--- config.mk ---
export PLATFORM = sky130hd
export DESIGN_NAME = branch_predictor
export DESIGN_NICKNAME = d
export VERILOG_FILES = /design/src/rtl/branch_pkg.sv /design/src/rtl/sat_counter2.sv /design/src/rtl/branch_predictor.sv
export SDC_FILE = /design/constraint.sdc
export NUM_CORES = 2
export LEC_CHECK = 0
export CAP_MARGIN = 20
export CORE_MARGIN = 4
export CORE_UTILIZATION = 53
export CTS_CLUSTER_SIZE = 8
export DETAILED_ROUTE_END_ITERATION = 12
export GPL_ROUTABILITY_DRIVEN = 1
export GPL_TIMING_DRIVEN = 0
export PLACE_DENSITY = 0.72
export REMOVE_ABC_BUFFERS = 1
export SYNTH_ARGS = -nofsm -noshare
export SYNTH_HDL_FRONTEND = slang
export SYNTH_HIERARCHICAL = 1
export SYNTH_SLANG_ARGS = --single-unit
--- constraint.sdc ---
create_clock -name clk -period 8.3 [get_ports clk]
set_input_delay 0.83 -clock clk [delete_from_list [all_inputs] [get_ports clk]]
set_output_delay 0.83 -clock clk [all_outputs]
set_load 0.05 [all_outputs]
--- src/rtl/branch_pkg.sv ---
// Shared branch definitions: opcode/funct3 constants, 2-bit counter
// encodings and the predictor table entry layout.
package branch_pkg;

   localparam logic [6:0] B_TYPE = 7'b1100011;

   localparam logic [2:0] F3_BEQ  = 3'b000;
   localparam logic [2:0] F3_BLT  = 3'b100;
   localparam logic [2:0] F3_BLTU = 3'b110;

   typedef enum logic [1:0] {
      SNT = 2'b00,
      WNT = 2'b01,
      WT  = 2'b10,
      ST  = 2'b11
   } ctr_t;

   // Tag is held right-aligned in a fixed 30-bit field so the entry type
   // does not depend on the table size; unused upper bits stay zero.
   typedef struct packed {
      logic        valid;
      logic [29:0] tag;
      logic [31:0] target;
      ctr_t        ctr;
   } bp_entry_t;

   // Tag of a PC for a table with idx_w index bits: pc[31:idx_w+2].
   function automatic logic [29:0] pc_tag(input logic [31:0] pc, input int unsigned idx_w);
      return 30'(pc >> (idx_w + 2));
   endfunction

endpackage

--- src/rtl/sat_counter2.sv ---
// Next-state logic for a 2-bit saturating taken/not-taken counter.
module sat_counter2
   import branch_pkg::*;
(
   input  ctr_t ctr,
   input  logic taken,
   output ctr_t ctr_next
);

   // Step toward ST on taken, toward SNT on not taken, holding at the ends.
   always_comb begin
      ctr_next = ctr;
      unique case (ctr)
         SNT: ctr_next = taken ? WNT : SNT;
         WNT: ctr_next = taken ? WT  : SNT;
         WT:  ctr_next = taken ? ST  : WNT;
         ST:  ctr_next = taken ? ST  : WT;
         default: ctr_next = ctr;
      endcase
   end

endmodule

--- src/rtl/branch_predictor.sv ---
// Direct-mapped BTB with 2-bit direction counters. Zero-latency lookup for
// IF, single-cycle resolve/update from EX with mispredict and redirect.
module branch_predictor
   import branch_pkg::*;
#(
   parameter  int ENTRIES = 16,
   localparam int IDX_W   = $clog2(ENTRIES)
) (
   input  logic        clk,
   input  logic        rst,
   input  logic [31:0] pc_if,
   output logic        pred_taken,
   output logic [31:0] pred_next_pc,
   input  logic        upd_valid,
   input  logic [31:0] upd_pc,
   input  logic [6:0]  upd_opcode,
   input  logic        upd_taken,
   input  logic [31:0] upd_target,
   input  logic        upd_pred_taken,
   input  logic [31:0] upd_pred_pc,
   output logic        mispredict,
   output logic [31:0] redirect_pc,
   output logic [31:0] br_cnt,
   output logic [31:0] mp_cnt
);

   bp_entry_t        bp_tab [ENTRIES];

   logic [IDX_W-1:0] lk_idx;
   bp_entry_t        lk_e;
   logic             lk_hit;

   logic [IDX_W-1:0] up_idx;
   bp_entry_t        up_e;
   logic             up_hit;
   logic             is_btype;
   logic             br_upd;
   logic             nb_fix;
   ctr_t             up_ctr_next;

   // Fetch-side lookup from registered table contents.
   always_comb begin
      lk_idx       = pc_if[IDX_W+1:2];
      lk_e         = bp_tab[lk_idx];
      lk_hit       = lk_e.valid && (lk_e.tag == pc_tag(pc_if, IDX_W));
      pred_taken   = lk_hit && lk_e.ctr[1];
      pred_next_pc = pred_taken ? lk_e.target : pc_if + 32'd4;
   end

   // Resolve-side decode, mispredict detection and redirect target.
   always_comb begin
      up_idx   = upd_pc[IDX_W+1:2];
      up_e     = bp_tab[up_idx];
      up_hit   = up_e.valid && (up_e.tag == pc_tag(upd_pc, IDX_W));
      is_btype = (upd_opcode == B_TYPE);
      br_upd   = upd_valid && is_btype;
      nb_fix   = upd_valid && !is_btype && upd_pred_taken;

      mispredict = 1'b0;
      if (br_upd)
         mispredict = (upd_taken != upd_pred_taken) ||
                      (upd_taken && (upd_target != upd_pred_pc));
      else if (upd_valid)
         mispredict = upd_pred_taken;

      redirect_pc = (is_btype && upd_taken) ? upd_target : upd_pc + 32'd4;
   end

   sat_counter2 u_ctr (
      .ctr      (up_e.ctr),
      .taken    (upd_taken),
      .ctr_next (up_ctr_next)
   );

   // Table write-back and statistics; reset wins over any update.
   always_ff @(posedge clk) begin
      if (rst) begin
         for (int i = 0; i < ENTRIES; i++) begin
            bp_tab[i].valid <= 1'b0;
            bp_tab[i].ctr   <= WNT;
         end
         br_cnt <= 32'd0;
         mp_cnt <= 32'd0;
      end else begin
         if (br_upd) begin
            br_cnt <= br_cnt + 32'd1;
            if (up_hit) begin
               bp_tab[up_idx].ctr <= up_ctr_next;
               if (upd_taken)
                  bp_tab[up_idx].target <= upd_target;
            end else if (upd_taken) begin
               bp_tab[up_idx].valid  <= 1'b1;
               bp_tab[up_idx].tag    <= pc_tag(upd_pc, IDX_W);
               bp_tab[up_idx].target <= upd_target;
               bp_tab[up_idx].ctr    <= WT;
            end
         end else if (nb_fix && up_hit) begin
            // A non-branch was predicted taken through a stale alias.
            bp_tab[up_idx].valid <= 1'b0;
         end
         if (mispredict)
            mp_cnt <= mp_cnt + 32'd1;
      end
   end

endmodule

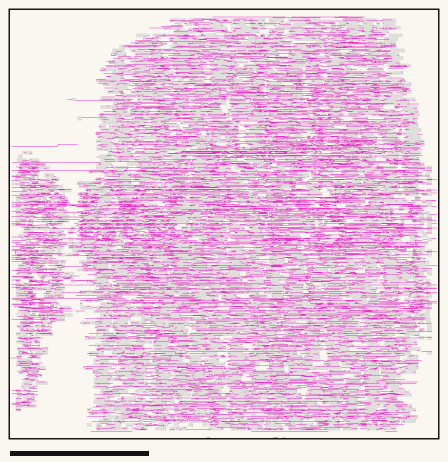
(images/layer_met1.png)
The bar under the picture is 100 µm long.
nets with wire on the layer: 2970
main direction: horizontal
longest straight run: 80.5 µm
share of all routed wire: 36%
drt total wl: 140000 µm
via count: 28.7k

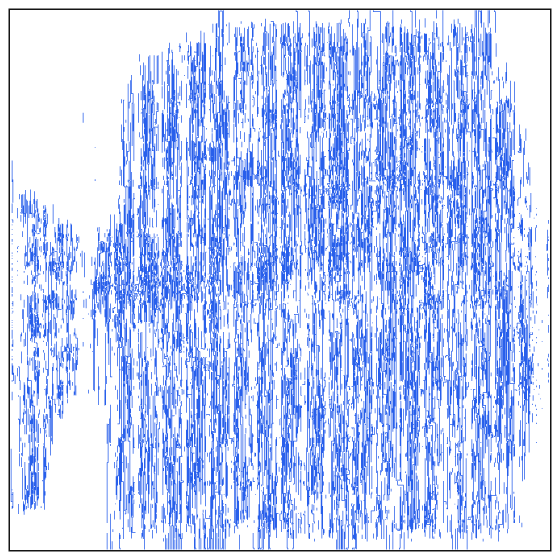
(images/layer_met2.png)
share of all routed wire: 47%
wire length on this layer: 66.1 mm
global routing usage on met2: 0.462

==> deck_impl_summary.md <==
Run Summary

Logic synthesis
  • Commonest cells in the netlist: edfxtp_1 (976), mux4_2 (376), nor2_1 (179)
  • Synth Seq Share: 0.642
  • Count leader, synth: edfxtp_1
  • Avg Inst Size Synth: approximately 18 µm²
  • Largest area contributor in the netlist: edfxtp_1
  • Cell area after synthesis: around 48000 µm²
  • Share of synthesized registers carrying an async set or reset: 0
  • Synth flops: between 1k and 1.5k
  • Ys flop type: edfxtp_1
  • Post-Synthesis Cells: 2713
  • Ys Warns: 6
  • Largest cells by area after synthesis: edfxtp_1 (61%), mux4_2 (18%), dfxtp_1 (2.7%), mux2i_1 (2.2%), xor2_1 (1.9%)
  • Top area contributor share: 0.615
  • Yosys chip area: 47700 µm²
  • EDFF count, synth: 976
  • Yosys Instances: 2713

Clocking
  • CTS Buffer Depth: 3
  • Sinks on Clock Net: between 1k and 1.5k
  • CTS Buf Count: between 100 and 150
  • CTS root buffer: clkbuf_16
  • Post-CTS sizing: 0
  • CTS tree: done
  • Post-CTS Setup Inserts: 0

Power and ir drop
  • Switching share of power: 0.226
  • Part of the power in registers: 0.475
  • Share of total power in combinational logic: 0.081
  • PwrDens: between 200 and 250 nW/µm²
  • Clock power share: 0.444
  • Clock network power: between 5 and 6 mW
  • Leak pwr: 18.0 nW
  • Comb. pwr: between 0.9 and 1 mW
  • Biggest consumer: sequential cells

GRT
  • Largest net degree at the start of global routing: ~100
  • Total track usage: 0.298
  • Number of global-route vias before repair: a little under 30k
  • Gr ovfl total: 0
  • Antenna violations before repair: 7

Critical path
  • Crit-path max FO: 16
  • CP Buf/Inv Count: 4
  • Worst-path cell chain: clkdlybuf4s50_1 -> buf_8 -> inv_1 -> nor2_1 -> nand2_1 -> nor4_1 -> and3_1 -> nand3_1 -> xor2_1 -> a21oi_1 -> clkdlybuf4s50_1
  • Crit. End Element: output port
  • CP startpoint kind: input pin
  • CP arrival: approximately 6600 ps
  • Crit-path most repeated cell: clkdlybuf4s50_1
  • Req. time, crit path: between 7000 and 8000 ps
  • WS Path Type: in2out

Routing
  • Pre-antenna DRT Iters: 6
  • Drt drc: 0
  • DR vias/cell: 6.82

Floorplan
  • Die Y-Extent: 308 µm
  • Core area: just under 90000 µm²
  • Num ports: 270
  • # rows: between 100 and 150
  • Die Wd: slightly above 300 µm
  • Die Area: around 95000 µm²
  • Core Util at FP: 0.537

Place
  • Hpwl dp: ~90000 µm
  • Routability cong.: 0.914
  • Dpl ws: roughly 1100 ps

Final timing
  • Max-slew violations: 0
  • Tmin final: 7410 ps
  • Fin. Hold Viols: 0
  • RSZ-0062 raised after global routing: false
  • Setup ws final: about 890 ps
  • Worst slew pin tran: about 1100 ps
  • Setup Viol. Count Final: 0
  • Period utilization: 0.892
  • Clock Skews: between 30 and 40 ps

Layout
  • Util after Layout: 0.636

Run
  • OpenROAD warning count: 32
  • Max-cap violations: 0

Outcome
  • Status: completed

Hold path
  • Hold WC Path Type: reg2reg
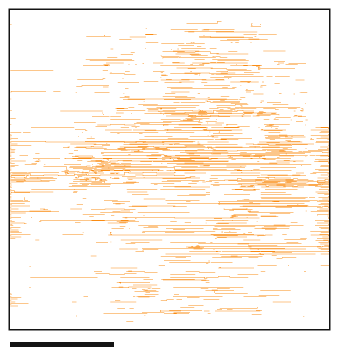
(images/layer_met3.png)
The bar under the picture is 100 µm long.
nets with wire on the layer: 588
wire length on this layer: 18100 µm
share of all routed wire: 13%
main direction: horizontal
M3 GR Usage: 0.107

-- layout make-up --
| type | instances | area (µm²) |
|---|---|---|
| inverters | 27 | 101 |
| clock inverters | 13 | 236 |
| multi-input cells | 1469 | 16300 |
| flip-flops and latches | 1040 | 30600 |
| repair buffers | 328 | 3960 |
| fillers | 5958 | 32300 |
| well taps | 1165 | 1460 |
| clock buffers | 172 | 3830 |
| diodes | 1 | 2.50 |
-- metal layers --
layer,vias to the layer above,global-route usage,wire length (µm)
li1,11600,-,-
met1,14900,0.397,51100
met2,1903,0.462,66100
met3,302,0.107,18100
met4,8,0.104,4820
met5,-,0,41
-- worst register-to-register path, delay by kind of cell, from the launching register on --
family | cells | cell delay (ps)
AND-OR/OR-AND | 3 | 910
AND/OR/NAND/NOR | 2 | 1240
multiplexers | 2 | 1010
flip-flops | 1 | 410
buffers and inverters | 2 | 510
-- final timing paths --
| path | start | endpoint | slack (ps) | cells past startpoint |
|---|---|---|---|---|
| max | upd_pc[4] | redirect_pc[30] | 890 | 11 |
| min | br_cnt[14]$_SDFFE_PP0P_ | br_cnt[14]$_SDFFE_PP0P_ | 500 | 2 |
| max reg2reg | bp_tab[0][45]$_DFFE_PP_ | bp_tab[11][56]$_DFFE_PP_ | 3890 | 9 |
| min reg2reg | br_cnt[14]$_SDFFE_PP0P_ | br_cnt[14]$_SDFFE_PP0P_ | 500 | 2 |
-- cells in the final DEF, fill, tap and decap left out, types with 6 or more instances in the layout --
master,n
a211oi_1,15
nor3_1,14
o21ai_0,26
clkdlybuf4s50_1,261
o21bai_1,15
ha_1,7
nor2b_1,10
nand3_1,57
a22oi_1,19
buf_12,31
a21oi_1,55
o31ai_1,9
dfxtp_1,64
o211ai_1,10
nor4_1,13
edfxtp_1,976
mux2i_1,104
inv_1,25
xor2_1,102
clkbuf_16,149
nand2_1,108
mux2_2,42
and3_1,24
or3_1,9
clkbuf_1,21
and2_1,6
nand4_1,51
nor2_1,146
mux4_2,376
and4_1,13
o311ai_0,14
xnor2_1,87
buf_16,20
o22ai_1,11
nor2_4,32
-- logic make-up (layout without fill, tap and decap cells) --
| group | Yosys count | count (layout) | synth area share |
|---|---|---|---|
| AOI/OAI and AO/OA | 233 | 233 | 0.0360 |
| xor gates and xnor gates | 189 | 189 | 0.0347 |
| adders and majority gates | 9 | 9 | 0.00231 |
| buffers and inverters | 204 | 540 | 0.0220 |
| DFF | 1040 | 1040 | 0.642 |
| muxes | 524 | 524 | 0.211 |
| other | 0 | 1 | 0 |
| and+or+nand+nor | 514 | 514 | 0.0527 |
-- stage by stage --
stage | cell area [µm²] | total power [mW] | std cells
6_report | 56500 | 12.1 | 4215
5_1_grt | 56500 | 12.5 | 4214
4_1_cts | 56400 | 12.2 | 4208
3_5_place_dp | 52300 | 6.82 | 4023
3_3_place_gp | 50900 | 7.04 | 3970
2_1_floorplan | 46700 | 6.31 | 2536
-- state kept, by name (all words and copies together), names as in the netlist --
| register | cells |
|---|---|
| bp_tab | 976 |
| br_cnt | 32 |
| mp_cnt | 32 |
Power figures rest on the tool's default switching activity, not on a simulated workload.
